===== src/rtl/disp_pkg.sv =====
// rtl/disp_pkg.sv - shared constants and state type for the display scan controller
package disp_pkg;

  localparam logic [6:0] SEG_BLANK = 7'h7F;
  localparam logic [3:0] BCD_BLANK = 4'hF;

  typedef enum logic [1:0] {IDLE, GUARD, DRIVE} scan_state_t;

  // All-ones anode pattern; the caller size-casts it to the digit count.
  function automatic logic [31:0] AN_OFF(input int unsigned width);
    return ~(32'hFFFF_FFFF << width);
  endfunction

endpackage


===== src/rtl/driverDisplay7Segements.sv =====
// rtl/driverDisplay7Segements.sv - BCD to active-low seven-segment decoder {g,f,e,d,c,b,a}
module driverDisplay7Segements
  import disp_pkg::*;
(
  input  logic [3:0] bcd,
  output logic [6:0] seg
);

  always_comb begin
    case (bcd)
      4'd0:    seg = 7'b1000000;
      4'd1:    seg = 7'b1111001;
      4'd2:    seg = 7'b0100100;
      4'd3:    seg = 7'b0110000;
      4'd4:    seg = 7'b0011001;
      4'd5:    seg = 7'b0010010;
      4'd6:    seg = 7'b0000010;
      4'd7:    seg = 7'b1111000;
      4'd8:    seg = 7'b0000000;
      4'd9:    seg = 7'b0010000;
      default: seg = SEG_BLANK;
    endcase
  end

endmodule


===== src/rtl/display_scan_controller.sv =====
// rtl/display_scan_controller.sv - multiplexed seven-segment scan with guard gap and frame-aligned value commit
module display_scan_controller
  import disp_pkg::*;
#(
  parameter int N_DIGITS      = 4,
  parameter int SLOT_CYCLES   = 50000,
  parameter int GUARD_CYCLES  = 500,
  parameter int BLANK_LEADING = 1
) (
  input  logic                  clk,
  input  logic                  rst,
  input  logic                  enable,
  input  logic                  load,
  input  logic [4*N_DIGITS-1:0] value,
  output logic                  ready,
  output logic [6:0]            seg,
  output logic [N_DIGITS-1:0]   an
);

  localparam int MAX_CYC = (SLOT_CYCLES > GUARD_CYCLES) ? SLOT_CYCLES : GUARD_CYCLES;
  localparam int CNT_W   = $clog2(MAX_CYC + 1);
  localparam int IDX_W   = (N_DIGITS > 1) ? $clog2(N_DIGITS) : 1;
  localparam bit HAS_GUARD = (GUARD_CYCLES > 0);

  localparam logic [CNT_W-1:0]    SLOT_LAST  = CNT_W'(SLOT_CYCLES - 1);
  localparam logic [CNT_W-1:0]    GUARD_LAST = CNT_W'(HAS_GUARD ? GUARD_CYCLES - 1 : 0);
  localparam logic [IDX_W-1:0]    IDX_LAST   = IDX_W'(N_DIGITS - 1);
  localparam logic [N_DIGITS-1:0] AN_ALL     = N_DIGITS'(AN_OFF(N_DIGITS));

  scan_state_t           state;
  logic [4*N_DIGITS-1:0] disp_reg;
  logic [4*N_DIGITS-1:0] pend_reg;
  logic                  pend_valid;
  logic [IDX_W-1:0]      digit_idx;
  logic [CNT_W-1:0]      cnt;

  logic [IDX_W-1:0]      nxt_idx;
  logic                  slot_end;
  logic                  commit_now;
  logic [IDX_W-1:0]      dec_idx;
  logic [4*N_DIGITS-1:0] dec_val;
  logic [3:0]            nib;
  logic                  upper_nz;
  logic [3:0]            dec_bcd;
  logic [6:0]            dec_seg;
  logic [N_DIGITS-1:0]   drive_an;

  assign ready = ~pend_valid;

  // The decoder looks at the digit about to be driven so an and seg update on the same edge.
  always_comb begin
    nxt_idx    = (digit_idx == IDX_LAST) ? '0 : digit_idx + IDX_W'(1);
    slot_end   = (state == DRIVE) && (cnt == SLOT_LAST);
    commit_now = slot_end && (nxt_idx == '0) && pend_valid;

    case (state)
      IDLE:    dec_idx = '0;
      GUARD:   dec_idx = digit_idx;
      default: dec_idx = nxt_idx;
    endcase

    if (state == IDLE && load)
      dec_val = value;
    else if (commit_now)
      dec_val = pend_reg;
    else
      dec_val = disp_reg;

    nib      = BCD_BLANK;
    upper_nz = 1'b0;
    drive_an = AN_ALL;
    for (int i = 0; i < N_DIGITS; i++) begin
      if (IDX_W'(i) == dec_idx) begin
        nib         = dec_val[4*i +: 4];
        drive_an[i] = 1'b0;
      end
      if (IDX_W'(i) >= dec_idx && dec_val[4*i +: 4] != 4'd0)
        upper_nz = 1'b1;
    end

    dec_bcd = (BLANK_LEADING != 0 && dec_idx != '0 && !upper_nz) ? BCD_BLANK : nib;
  end

  driverDisplay7Segements u_dec (
    .bcd (dec_bcd),
    .seg (dec_seg)
  );

  always_ff @(posedge clk) begin
    if (rst) begin
      state      <= IDLE;
      digit_idx  <= '0;
      cnt        <= '0;
      disp_reg   <= '0;
      pend_reg   <= '0;
      pend_valid <= 1'b0;
      an         <= AN_ALL;
      seg        <= SEG_BLANK;
    end else if (!enable) begin
      // A load in the same cycle as disable lands straight in disp_reg via the IDLE-entry commit.
      state     <= IDLE;
      digit_idx <= '0;
      cnt       <= '0;
      an        <= AN_ALL;
      seg       <= SEG_BLANK;
      if (load && ready)
        disp_reg <= value;
      else if (pend_valid)
        disp_reg <= pend_reg;
      pend_valid <= 1'b0;
    end else begin
      case (state)
        IDLE: begin
          if (load)
            disp_reg <= value;
          digit_idx <= '0;
          cnt       <= '0;
          if (HAS_GUARD) begin
            state <= GUARD;
            an    <= AN_ALL;
            seg   <= SEG_BLANK;
          end else begin
            state <= DRIVE;
            an    <= drive_an;
            seg   <= dec_seg;
          end
        end

        GUARD: begin
          if (load && ready) begin
            pend_reg   <= value;
            pend_valid <= 1'b1;
          end
          if (cnt == GUARD_LAST) begin
            state <= DRIVE;
            cnt   <= '0;
            an    <= drive_an;
            seg   <= dec_seg;
          end else begin
            cnt <= cnt + CNT_W'(1);
          end
        end

        DRIVE: begin
          if (load && ready) begin
            pend_reg   <= value;
            pend_valid <= 1'b1;
          end
          if (slot_end) begin
            cnt       <= '0;
            digit_idx <= nxt_idx;
            if (commit_now) begin
              disp_reg   <= pend_reg;
              pend_valid <= 1'b0;
            end
            if (HAS_GUARD) begin
              state <= GUARD;
              an    <= AN_ALL;
              seg   <= SEG_BLANK;
            end else begin
              an  <= drive_an;
              seg <= dec_seg;
            end
          end else begin
            cnt <= cnt + CNT_W'(1);
          end
        end

        default: begin
          state <= IDLE;
          an    <= AN_ALL;
          seg   <= SEG_BLANK;
        end
      endcase
    end
  end

endmodule


===== config.mk =====
export PLATFORM = sky130hd
export DESIGN_NAME = display_scan_controller
export DESIGN_NICKNAME = d
export VERILOG_FILES = /design/src/rtl/disp_pkg.sv /design/src/rtl/driverDisplay7Segements.sv /design/src/rtl/display_scan_controller.sv
export SDC_FILE = /design/constraint.sdc
export NUM_CORES = 1
export LEC_CHECK = 0
export ABC_AREA = 1
export CORE_AREA = 2 2 141 88
export DETAILED_ROUTE_END_ITERATION = 8
export DIE_AREA = 0 0 143 90
export DONT_BUFFER_PORTS = 1
export PLACE_DENSITY = 0.57
export SLEW_MARGIN = 5
export SYNTH_ARGS = -nofsm -noshare
export SYNTH_HDL_FRONTEND = slang
export SYNTH_SLANG_ARGS = --single-unit

===== constraint.sdc =====
create_clock -name clk -period 5.6 [get_ports clk]
set_input_delay 0.56 -clock clk [delete_from_list [all_inputs] [get_ports clk]]
set_output_delay 0.56 -clock clk [all_outputs]
set_load 0.03 [all_outputs]

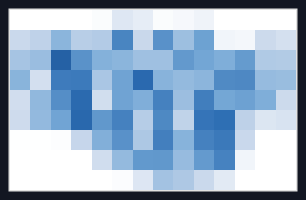
(run_1/util_map.png)
Scale: 2 px per um. The die is cut into 14 by 9 equal tiles; white is low, dark blue is high, 0 to 100% covered.
tiles over 75% full: 3.2%
fullest tile: 80%
emptiest ninth of the die: lower left

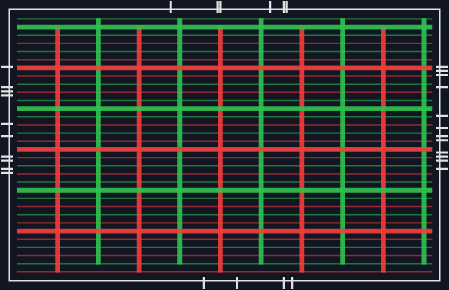
(run_1/floorplan.png)
Scale: 3 px per um. Pins as bars on the die edge.
legend:
  VSS:
    colour: red
  VDD:
    colour: green
rows: 31
met4 straps: 10
met5 straps: 6
Peak VDD IR: 0.1701 mV
die height: 90 um
core area: 11670 um2
Chip Width: 143 um

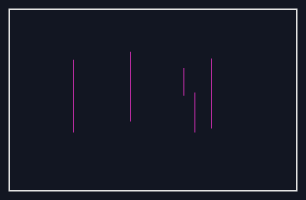
(run_1/m4.png)
Scale: 2 px per um.
share of all routed wire: 1.3%
wire length on this layer: 139 um
Routed WL: 10.99 mm
vias: 3894

==> impl_metrics.json, run 1 <==
{
  "worst_slew_pin_slew_ns": 1.127,
  "sequentialPowerShare_pct": 39.1,
  "r2r_cells": 19,
  "startpoint_type": "flop",
  "m1WireLength_mm": 5.915,
  "relSlewSlack_pct": 24.67,
  "whs_endpoint": "disp_reg[12]$_SDFFE_PP0P_",
  "power_leader": "clock",
  "grt_max_degree": 33,
  "fin_area_um2": 4390,
  "startpoint": "state[0]$_SDFFE_PP0P_",
  "hold_path.class": "in -> reg",
  "pin_count": 32,
  "critPathSlowestCell": "clkinv_1",
  "io_buffers": 0,
  "nFillCells": 1250,
  "switching_share_pct": 29.47,
  "edf_count": 0,
  "fin_nets": 628,
  "critPathTopFamily": "simple AND/OR/NAND/NOR gates",
  "antenna_found_initial": 0,
  "path_buffers": 3,
  "post_cts_buffers": 0,
  "layout_top_cell": "nand2_1",
  "ys_sh_simple_pct": 32.08,
  "r2r-end": "seg[3]$_SDFFE_PP1P_",
  "hold_buffers": 0,
  "topCombFamilyByArea": "simple AND/OR/NAND/NOR gates",
  "cts_tree": "done",
  "viasPerCell": 5.070,
  "cts_resized": 0,
  "rsz0062_at_grt": "no",
  "top_cells_by_area": "dfxtp_1 32%, nand2_1 16%, inv_1 6.0%, o211ai_1 5.5%, a21oi_1 4.8%",
  "synth-xor-area-share_pct": 1.101,
  "yosys_cells": 609,
  "buffer_area_share_pct": 0.3420,
  "fp_nets": 639,
  "p_clk_uw": 560,
  "cpPeakStageDelay_ns": 0.58,
  "common_cells": "169 x nand2_1, 64 x dfxtp_1, 64 x inv_1",
  "clk_path_buf_depth": 2,
  "final_cell_mix": "169 x nand2_1, 64 x inv_1, 64 x dfxtp_1",
  "layout.comb_gates.multi_input": 448,
  "htreeDepth": 3,
  "ant_nets": 0,
  "cp-endpoint": "seg[3]$_SDFFE_PP1P_",
  "largestClassByArea": "combinational gates",
  "wl_per_cell_um": 14.31,
  "ff_count": 64,
  "syn-mean-instance-area_um2": 6.533,
  "nClkBuffers": 10,
  "min_from": "enable",
  "hold-worst-slack_ns": 0.4173,
  "status": "finished clean",
  "use_met1_pct": 27.68,
  "postSynthSeqShare_pct": 32.20,
  "post_dp_cell_area_um2": 4101,
  "top_cell": "nand2_1",
  "clkTransAtPathRegs_ns": 0.06,
  "path_depth": 19,
  "p_int_uw": 884.7,
  "finalClockPeriodUsage_pct": 61.72,
  "drc": 0,
  "powerDensity_nw_per_um2": 285.7,
  "grt_use_met3_pct": 5.061,
  "netlist_area_um2": 3979,
  "drt_first_pass_iters": 4,
  "wl_met3_um": 824,
  "p_total_uw": 1254,
  "top_layer": "met4",
  "hold_depth": 2,
  "period_needed_ns": 3.457,
  "inv_count": 73,
  "met2WireLength_mm": 4.113,
  "r2r_slack_ns": 2.14,
  "largest_area_cell": "dfxtp_1",
  "switchingPower_uw": 369.7,
  "place_hpwl_mm": 7.977,
  "dp_slack_ns": 2.182
}
==> run 2, diff against run 1 <==
==> constraint.sdc (replaced) <==
create_clock -name clk -period 3.4 [get_ports clk]
set_input_delay 0.34 -clock clk [delete_from_list [all_inputs] [get_ports clk]]
set_output_delay 0.34 -clock clk [all_outputs]
set_load 0.03 [all_outputs]
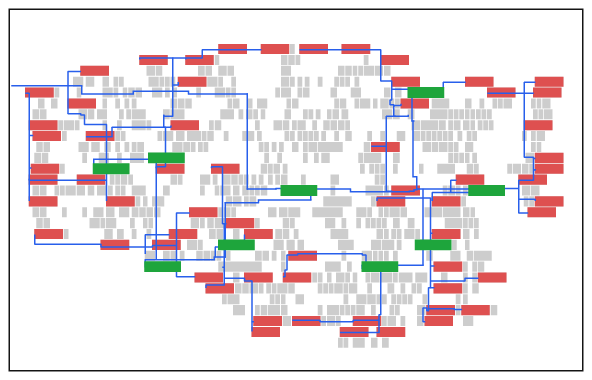
(run_2/clock_wires.png)
Scale: 4 px per um.
legend:
  flip-flops:
    colour: red
    count: 64
  clock wires:
    colour: blue
    length: 977 um
  clock-net drivers:
    colour: green
    count: 9
routed clock nets: 10
clock share of power: 44.0%
clk_skew: 0.005727 ns
Clock group: 903 uW

==> impl_metrics.json, run 2 <==
{
  "power_leader": "clock",
  "finalClockPeriodUsage_pct": 88.75,
  "die_x_um": 143,
  "edf_count": 0,
  "top_layer": "met4",
  "hold_buffers": 0,
  "switchingPower_uw": 594.7,
  "layout_top_cell": "nand2_1",
  "p_int_uw": 1460,
  "antenna_found_initial": 0,
  "top_cell": "nand2_1",
  "largest_area_cell": "dfxtp_1",
  "buffer_area_share_pct": 1.017,
  "wl_met3_um": 992,
  "fin_area_um2": 4429,
  "cts_tree": "done",
  "final_cell_mix": "169 x nand2_1, 64 x inv_1, 64 x dfxtp_1",
  "vias": 3914,
  "inv_count": 73,
  "startpoint": "state[0]$_SDFFE_PP0P_",
  "post_cts_buffers": 0,
  "dp_slack_ns": 0.2458,
  "yosys_cells": 609,
  "wl_per_cell_um": 14.47,
  "ff_count": 64,
  "hold-worst-slack_ns": 0.2041,
  "post_dp_cell_area_um2": 4131,
  "use_met1_pct": 27.93,
  "status": "finished clean",
  "drt_first_pass_iters": 5,
  "grt_use_met3_pct": 5.807,
  "layout.comb_gates.multi_input": 448,
  "ant_nets": 0,
  "path_buffers": 3,
  "powerDensity_nw_per_um2": 464.0,
  "clk_path_buf_depth": 2,
  "topCombFamilyByArea": "simple AND/OR/NAND/NOR gates",
  "r2r_slack_ns": 0.38,
  "path_depth": 17,
  "m1WireLength_mm": 5.858,
  "cp-endpoint": "seg[3]$_SDFFE_PP1P_",
  "synth-xor-area-share_pct": 1.101,
  "coreArea_um2": 11670,
  "place_hpwl_mm": 8.033,
  "nFillCells": 1233,
  "drc": 0,
  "r2r_cells": 17,
  "period_needed_ns": 3.018,
  "netlist_area_um2": 3979,
  "hold_depth": 2,
  "rsz0062_at_grt": "no",
  "io_buffers": 0,
  "worst_slew_pin_slew_ns": 0.9420,
  "startpoint_type": "flop",
  "pin_count": 32,
  "whs_endpoint": "disp_reg[4]$_SDFFE_PP0P_",
  "r2r-end": "seg[3]$_SDFFE_PP1P_"
}
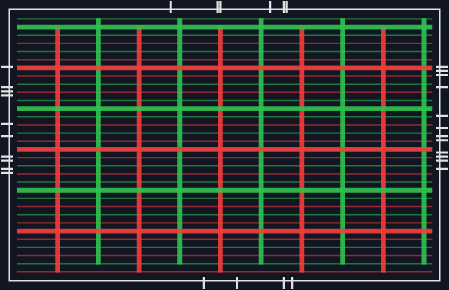
(run_2/floorplan.png)
Scale: 3 px per um. Pins as bars on the die edge.
legend:
  VDD:
    colour: green
  VSS:
    colour: red
met5 straps: 6
met1 rails: 32
rows: 31

==> run 3, diff against run 2 <==
--- a/config.mk
+++ b/config.mk
@@ -11,6 +11,7 @@
 export DIE_AREA = 0 0 143 90
 export DONT_BUFFER_PORTS = 1
 export PLACE_DENSITY = 0.57
+export RECOVER_POWER = 50
 export SLEW_MARGIN = 5
 export SYNTH_ARGS = -nofsm -noshare
 export SYNTH_HDL_FRONTEND = slang
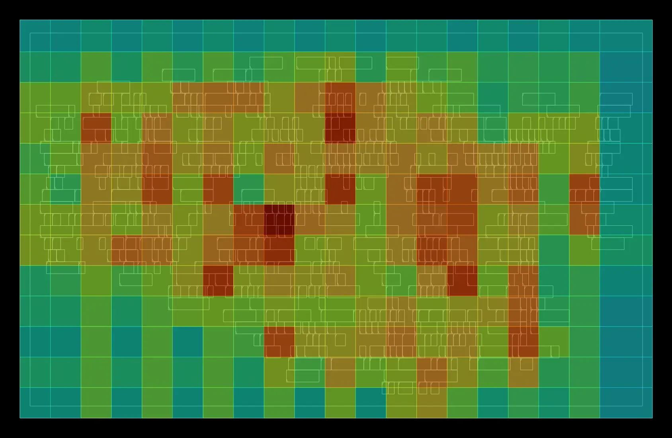
(run_3/congestion_map.png)
met2 Usage GRT: 24.52%
Core Util, Final: 37.88%
GRT Util Overall: 18.28%
DR WL/cell: 14.52 um
GR met3 Demand/Resource: 5.807%

==> impl_metrics.json, run 3 <==
{
  "powerDensity_nw_per_um2": 464.5,
  "edf_count": 0,
  "min_from": "enable",
  "relSlewSlack_pct": 35.74,
  "drc": 0,
  "startpoint": "state[0]$_SDFFE_PP0P_",
  "largestClassByArea": "combinational gates",
  "top_cells_by_area": "dfxtp_1 32%, nand2_1 16%, inv_1 6.0%, o211ai_1 5.5%, a21oi_1 4.8%",
  "wl_met3_mm": 1.044,
  "topCombFamilyByArea": "simple AND/OR/NAND/NOR gates",
  "postSynthSeqShare_pct": 32.20,
  "skew_ns": 0.005579,
  "status": "finished clean",
  "path_buffers": 3,
  "nFillCells": 1234,
  "yosys_cells": 609,
  "hold_buffers": 0,
  "io_buffers": 0,
  "cts_tree": "done",
  "synth-xor-area-share_pct": 1.101,
  "nClkBuffers": 10,
  "routed_wirelength_mm": 11.21,
  "worst_slew_pin_slew_ns": 0.9639,
  "switchingPower_uw": 594.4,
  "startpoint_type": "flop",
  "ys_sh_simple_pct": 32.08,
  "place_hpwl_mm": 8.033,
  "syn-mean-instance-area_um2": 6.533,
  "ant_nets": 0,
  "pin_count": 32,
  "path_depth": 17,
  "sequentialPowerShare_pct": 39.3,
  "switching_share_pct": 28.93,
  "r2r_cells": 17,
  "whs_endpoint": "disp_reg[4]$_SDFFE_PP0P_",
  "post_cts_buffers": 0,
  "top_layer": "met4",
  "drt_first_pass_iters": 5,
  "vdd_drop_max_mv": 0.2874,
  "ff_count": 64,
  "grt_max_degree": 33,
  "hold_path.class": "in -> reg",
  "coreArea_um2": 11670,
  "top_cell": "nand2_1",
  "layout_top_cell": "nand2_1",
  "hold_depth": 2,
  "final_cell_mix": "170 x nand2_1, 64 x inv_1, 64 x dfxtp_1",
  "rsz0062_at_grt": "no",
  "period_needed_ns": 3.041,
  "post_dp_cell_area_um2": 4131,
  "die_x_um": 143
}
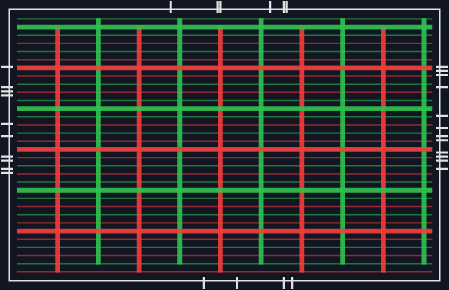
(run_3/floorplan.png)
Scale: 3 px per um. Pins as bars on the die edge.
legend:
  VSS:
    colour: red
  VDD:
    colour: green
rows: 31
met1 rails: 32
met5 straps: 6
signal pins: 32

Power figures rest on the tool's default switching activity, not on a simulated workload.
